===== src/rtl/imem_ctrl_pkg.sv =====
// Shared types and constants for the instruction-memory access controller.
package imem_ctrl_pkg;

  typedef enum logic [1:0] {
    IDLE = 2'd0,
    LOAD = 2'd1,
    DONE = 2'd2
  } state_e;

  localparam int unsigned WORD_BYTES = 4;

endpackage


===== src/rtl/imem_ld_addr_gen.sv =====
// Load write-address counter: word-aligned start, +WORD_BYTES per written beat,
// and a flag telling whether the current address lies outside the IMEM window.
module imem_ld_addr_gen
  import imem_ctrl_pkg::*;
#(
  parameter int unsigned       ADDR_W    = 32,
  parameter int unsigned       MEM_WORDS = 1024,
  parameter logic [ADDR_W-1:0] BASE_ADDR = '0
) (
  input  logic              clk_i,
  input  logic              rst_ni,
  input  logic              load_i,
  input  logic [ADDR_W-1:0] base_i,
  input  logic              inc_i,
  output logic [ADDR_W-1:0] addr_o,
  output logic              out_of_range_o
);

  localparam int unsigned       WORD_SHIFT = $clog2(WORD_BYTES);
  localparam logic [ADDR_W-1:0] ALIGN_MASK = ~ADDR_W'(WORD_BYTES - 1);

  logic [ADDR_W-1:0] addr_reg;
  logic              wrap_reg;
  logic [ADDR_W:0]   addr_next;
  logic [ADDR_W-1:0] word_idx;

  assign addr_next = {1'b0, addr_reg} + (ADDR_W + 1)'(WORD_BYTES);
  assign word_idx  = (addr_reg - BASE_ADDR) >> WORD_SHIFT;

  // A carry out of the counter is remembered so a wrapped address never looks valid again.
  always_ff @(posedge clk_i) begin
    if (!rst_ni) begin
      addr_reg <= '0;
      wrap_reg <= 1'b0;
    end else if (load_i) begin
      addr_reg <= base_i & ALIGN_MASK;
      wrap_reg <= 1'b0;
    end else if (inc_i) begin
      addr_reg <= addr_next[ADDR_W-1:0];
      wrap_reg <= wrap_reg | addr_next[ADDR_W];
    end
  end

  assign addr_o         = addr_reg;
  assign out_of_range_o = wrap_reg | (word_idx >= ADDR_W'(MEM_WORDS));

endmodule


===== src/rtl/imem_access_ctrl.sv =====
// Arbitrates the single IMEM port between fetch reads and exclusive program-load writes.
module imem_access_ctrl
  import imem_ctrl_pkg::*;
#(
  parameter int unsigned       ADDR_W    = 32,
  parameter int unsigned       DATA_W    = 32,
  parameter int unsigned       MEM_WORDS = 1024,
  parameter logic [ADDR_W-1:0] BASE_ADDR = '0
) (
  input  logic              clk_i,
  input  logic              rst_ni,
  input  logic              fetch_req_i,
  input  logic [ADDR_W-1:0] fetch_addr_i,
  output logic              fetch_gnt_o,
  output logic              fetch_rvalid_o,
  output logic [DATA_W-1:0] fetch_rdata_o,
  input  logic              ld_start_i,
  input  logic [ADDR_W-1:0] ld_base_i,
  input  logic              ld_valid_i,
  input  logic [DATA_W-1:0] ld_data_i,
  input  logic              ld_last_i,
  output logic              ld_ready_o,
  output logic              ld_busy_o,
  output logic              ld_done_o,
  output logic              ld_err_o,
  output logic [ADDR_W-1:0] mem_addr_o,
  output logic [DATA_W-1:0] mem_wdata_o,
  output logic              mem_wr_en_o,
  output logic              mem_rd_en_o,
  input  logic [DATA_W-1:0] mem_rdata_i
);

  localparam logic [ADDR_W-1:0] ALIGN_MASK = ~ADDR_W'(WORD_BYTES - 1);

  state_e            state_reg;
  logic              err_reg;
  logic              rvalid_reg;
  logic              in_idle, in_load, in_done;
  logic              start_acc, gnt, beat, wr, oor;
  logic [ADDR_W-1:0] ld_addr;

  // Everything is gated by rst_ni so the port goes quiet the moment reset is applied.
  assign in_idle   = rst_ni && (state_reg == IDLE);
  assign in_load   = rst_ni && (state_reg == LOAD);
  assign in_done   = rst_ni && (state_reg == DONE);
  assign start_acc = in_idle & ld_start_i;
  assign gnt       = in_idle & fetch_req_i & ~ld_start_i;
  assign beat      = in_load & ld_valid_i;
  assign wr        = beat & ~oor;

  imem_ld_addr_gen #(
    .ADDR_W    (ADDR_W),
    .MEM_WORDS (MEM_WORDS),
    .BASE_ADDR (BASE_ADDR)
  ) u_addr_gen (
    .clk_i          (clk_i),
    .rst_ni         (rst_ni),
    .load_i         (start_acc),
    .base_i         (ld_base_i),
    .inc_i          (wr),
    .addr_o         (ld_addr),
    .out_of_range_o (oor)
  );

  always_ff @(posedge clk_i) begin
    if (!rst_ni) begin
      state_reg  <= IDLE;
      err_reg    <= 1'b0;
      rvalid_reg <= 1'b0;
    end else begin
      rvalid_reg <= gnt;
      case (state_reg)
        IDLE: begin
          if (ld_start_i) begin
            state_reg <= LOAD;
            err_reg   <= 1'b0;
          end
        end
        LOAD: begin
          if (beat) begin
            if (oor) begin
              err_reg   <= 1'b1;
              state_reg <= DONE;
            end else if (ld_last_i) begin
              state_reg <= DONE;
            end
          end
        end
        DONE:    state_reg <= IDLE;
        default: state_reg <= IDLE;
      endcase
    end
  end

  always_comb begin
    mem_addr_o  = '0;
    mem_wdata_o = '0;
    if (gnt) begin
      mem_addr_o = fetch_addr_i & ALIGN_MASK;
    end else if (wr) begin
      mem_addr_o  = ld_addr;
      mem_wdata_o = ld_data_i;
    end
  end

  assign mem_rd_en_o    = gnt;
  assign mem_wr_en_o    = wr;
  assign fetch_gnt_o    = gnt;
  assign fetch_rvalid_o = rst_ni & rvalid_reg;
  assign fetch_rdata_o  = fetch_rvalid_o ? mem_rdata_i : '0;
  assign ld_ready_o     = in_load;
  assign ld_busy_o      = in_load | in_done;
  assign ld_done_o      = in_done;
  assign ld_err_o       = rst_ni & err_reg;

endmodule


===== config.mk =====
export PLATFORM = sky130hd
export DESIGN_NAME = imem_access_ctrl
export DESIGN_NICKNAME = d
export VERILOG_FILES = /design/src/rtl/imem_ctrl_pkg.sv /design/src/rtl/imem_ld_addr_gen.sv /design/src/rtl/imem_access_ctrl.sv
export SDC_FILE = /design/constraint.sdc
export NUM_CORES = 1
export LEC_CHECK = 0
export CAP_MARGIN = 20
export CORE_ASPECT_RATIO = 1.1
export CORE_MARGIN = 5
export CORE_UTILIZATION = 25
export CTS_CLUSTER_SIZE = 20
export DETAILED_ROUTE_END_ITERATION = 12
export GPL_TIMING_DRIVEN = 0
export PLACE_DENSITY = 0.82
export SYNTH_ARGS = -nofsm -noshare
export SYNTH_HDL_FRONTEND = slang
export SYNTH_SLANG_ARGS = --single-unit
export TNS_END_PERCENT = 50

===== constraint.sdc =====
create_clock -name clk_i -period 2.1 [get_ports clk_i]
set_input_delay 0.42 -clock clk_i [delete_from_list [all_inputs] [get_ports clk_i]]
set_output_delay 0.42 -clock clk_i [all_outputs]
set_load 0.1 [all_outputs]

Run 1, metal 2:
Cells faint in the background.
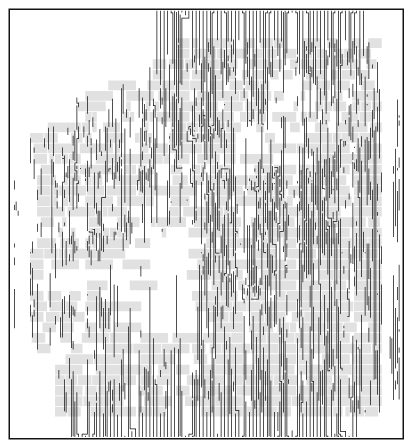
634 nets have wire on it. The wires run mostly vertical. The longest straight run is 64.3 um. The layer holds 57% of the routed length.

Run 1, track usage over the die:
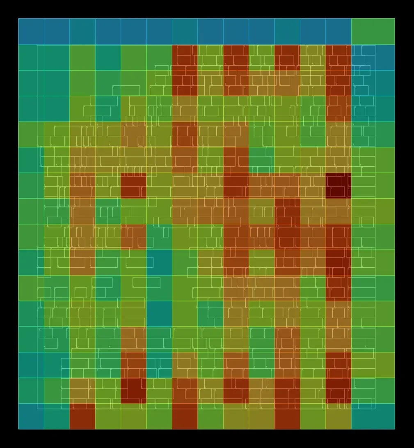
post-route core utilization: 0.699
grt met1 use: 0.222
met2 usage: 0.409
Tot GR Track Use: 0.209
Routed WL per cell: 18.3 um

Run 1, sequential cells grouped by signal name:
Other sequential cells in the stronger grey, the rest of the logic in the fainter grey.
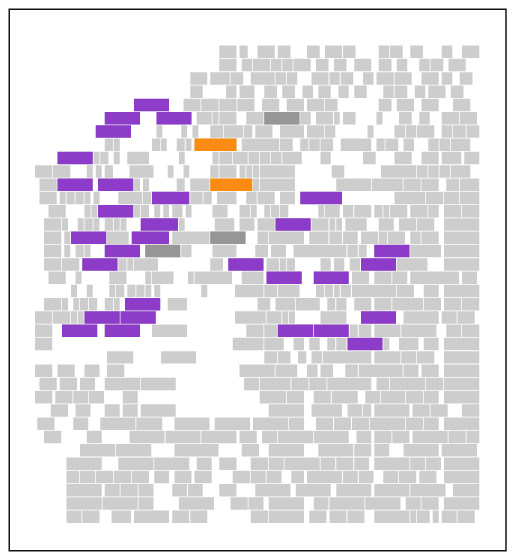
`state_reg`: in orange, sequential cells 2. `u_addr_gen.addr_o`: in purple, sequential cells 30.
Another 3 sequential cells are not coloured.

==> flow_summary_export.csv, run 1 <==
group,metric,value,unit
floorplanning,fp_util,0.258,
finish,num-nets-final,709,
synthesis,async_flop_share,0,
finish,dominant_cells,"buffers",
cts,clk-insertion-delay-late,290,ps
synthesis,syn_avg_cell_area,7.51,sq um
synthesis,ys_cells,306,
finish,comb_area_share,0.283,
finish,area_growth,171,%
power_and_ir_drop,power.group.top,"combinational cells",
placed_design,dp_cells,652,
timing,fin_setup_tns,-19190,ps
status,violations,"negative setup slack",
grt,grt_max_degree,13,
finish,fillCellCount,637,
timing,setup_viol,56,
synthesis,ys_ff,35,
floorplanning,dieWidth,101,um
synthesis,netlist_area,2300,sq um
cts,cts.clk_slew.worst_paths,80,ps
timing,timing.final.ws_setup,-467,ps
status,status,"finished with violations",
## run 1: routing by layer
| metal | vias to the layer above | wire (um) | GRT usage |
|---|---|---|---|
| met5 | - | 0 | 0 |
| met4 | 0 | 208 | 0.0505 |
| met3 | 16 | 917 | 0.0416 |
| met2 | 156 | 7120 | 0.409 |
| met1 | 1540 | 4330 | 0.222 |
| li1 | 1577 | - | - |
## run 1: cells in the final DEF (no fill, tap or decap), types with 4 or more instances in the layout
master           count
clkbuf_8             7
nand2_1             45
nor2_1               7
a31oi_1              4
a22o_4              10
buf_6               13
o21ai_0              6
clkbuf_16            4
and2_1               5
and2_4              52
a21oi_1             21
o21a_1               4
buf_12              67
clkbuf_4             5
dfxtp_1             29
buf_8                6
inv_1                4
buf_4               42
clkbuf_1            12
and3_1              37
clkdlybuf4s50_1    126
--- run 2 (diff from run 1) ---
--- a/config.mk
+++ b/config.mk
@@ -5,7 +5,6 @@
 export SDC_FILE = /design/constraint.sdc
 export NUM_CORES = 1
 export LEC_CHECK = 0
-export CAP_MARGIN = 20
 export CORE_ASPECT_RATIO = 1.1
 export CORE_MARGIN = 5
 export CORE_UTILIZATION = 25
@@ -13,6 +12,8 @@
 export DETAILED_ROUTE_END_ITERATION = 12
 export GPL_TIMING_DRIVEN = 0
 export PLACE_DENSITY = 0.82
+export REMOVE_ABC_BUFFERS = 1
+export SLEW_MARGIN = 20
 export SYNTH_ARGS = -nofsm -noshare
 export SYNTH_HDL_FRONTEND = slang
 export SYNTH_SLANG_ARGS = --single-unit
==> flow_summary_export.csv, run 2 <==
group,metric,value,unit
status,status,"finished with violations",
status,violations,"negative setup slack",
setup_path,crit_path_frequent_cell,"buf_12",
finish,fin_util,0.676,
finish,layout.cells.non_filler,676,
synthesis,ys_cells,306,
grt,grt_pass1_vias,3364,
timing,fin_setup_tns,-18410,ps
synthesis,ys_ff,35,
placed_design,dp_cells,629,
grt,grt_max_degree,37,
finish,num-nets-final,696,
finish,comb_area_share,0.283,
setup_path,startpoint,"u_addr_gen.wrap_reg$_SDFFE_PP0P_",
floorplanning,dieWidth,101,um
cts,ctsHoldBuffers,0,
finish,fillCellCount,669,
finish,area_growth,162,%
timing,drv_slew,0,
power_and_ir_drop,power.group.top,"combinational cells",
cts,clk-insertion-delay-late,290,ps
synthesis,async_flop_share,0,
cts,cts.clk_slew.worst_paths,80,ps
placed_design,hpwl,8.86,mm
synthesis,syn_avg_cell_area,7.51,sq um
finish,layout_top_cells,"clkdlybuf4s50_1, buf_12, nand2_1, and2_4, and3_1",
finish,dominant_cells,"buffers",
grt,use_met2,0.411,
power_and_ir_drop,p_per_area,400,nW/um^2
grt,use_met1,0.216,
routing,drc,0,
floorplanning,fp_util,0.258,
timing,setup_viol,64,
timing,timing.final.ws_setup,-433,ps
synthesis,netlist_area,2300,sq um
floorplanning,die_h,111,um
run 2: cell counts after synthesis:
No cell type changed its count.
run 2: cell families after synthesis:
family | Yosys count | share of synthesized area
and+or+nand+nor | 172 | 0.420
AOI/OAI and AO/OA | 56 | 0.162
DFF | 35 | 0.305
buffers and inverters | 33 | 0.0691
muxes | 5 | 0.0234
adders and majority gates | 2 | 0.0109
xor gates and xnor gates | 2 | 0.00762
other | 1 | 0.00163
run 2: routing by layer:
layer	share of wire	vias to the layer above
met2	0.54	158
li1	-	1556
met5	0	-
met4	0.032	0
met3	0.085	25
met1	0.34	1548
run 2: worst register-to-register path: stages, from the launching register on:
cell and delay [ps]:
dfxtp_2 340, nor4_4 270, nand2_2 120, nor4_4 300, buf_6 170, buf_12 130, clkbuf_16 150, buf_6 100
mux2_4 290, o21a_1 180
Run 2, track usage over the die:
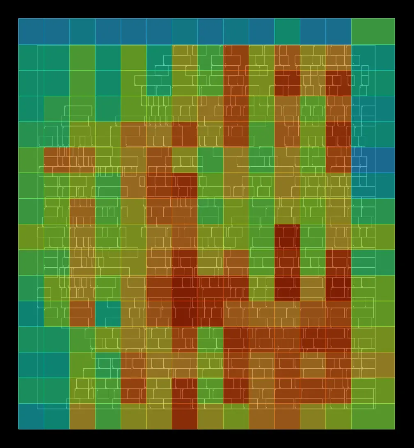
GRT met3 Usage: 0.0738
GRT busiest layer: met2
Tot GR Track Use: 0.217
Routed WL per cell: 20.9 um

Run 2, metal 2:
Cells faint in the background.
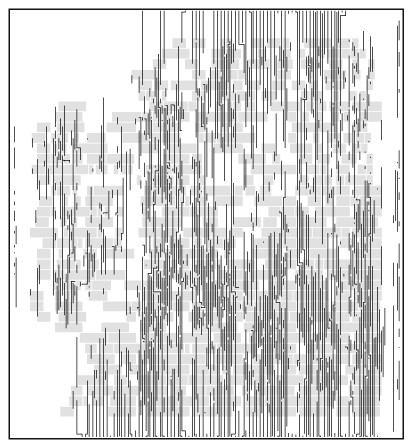
The wires run mostly vertical. 617 nets have wire on it. The layer holds 54% of the routed length. The longest straight run is 59.5 um. The layer carries 7590 um of wire.

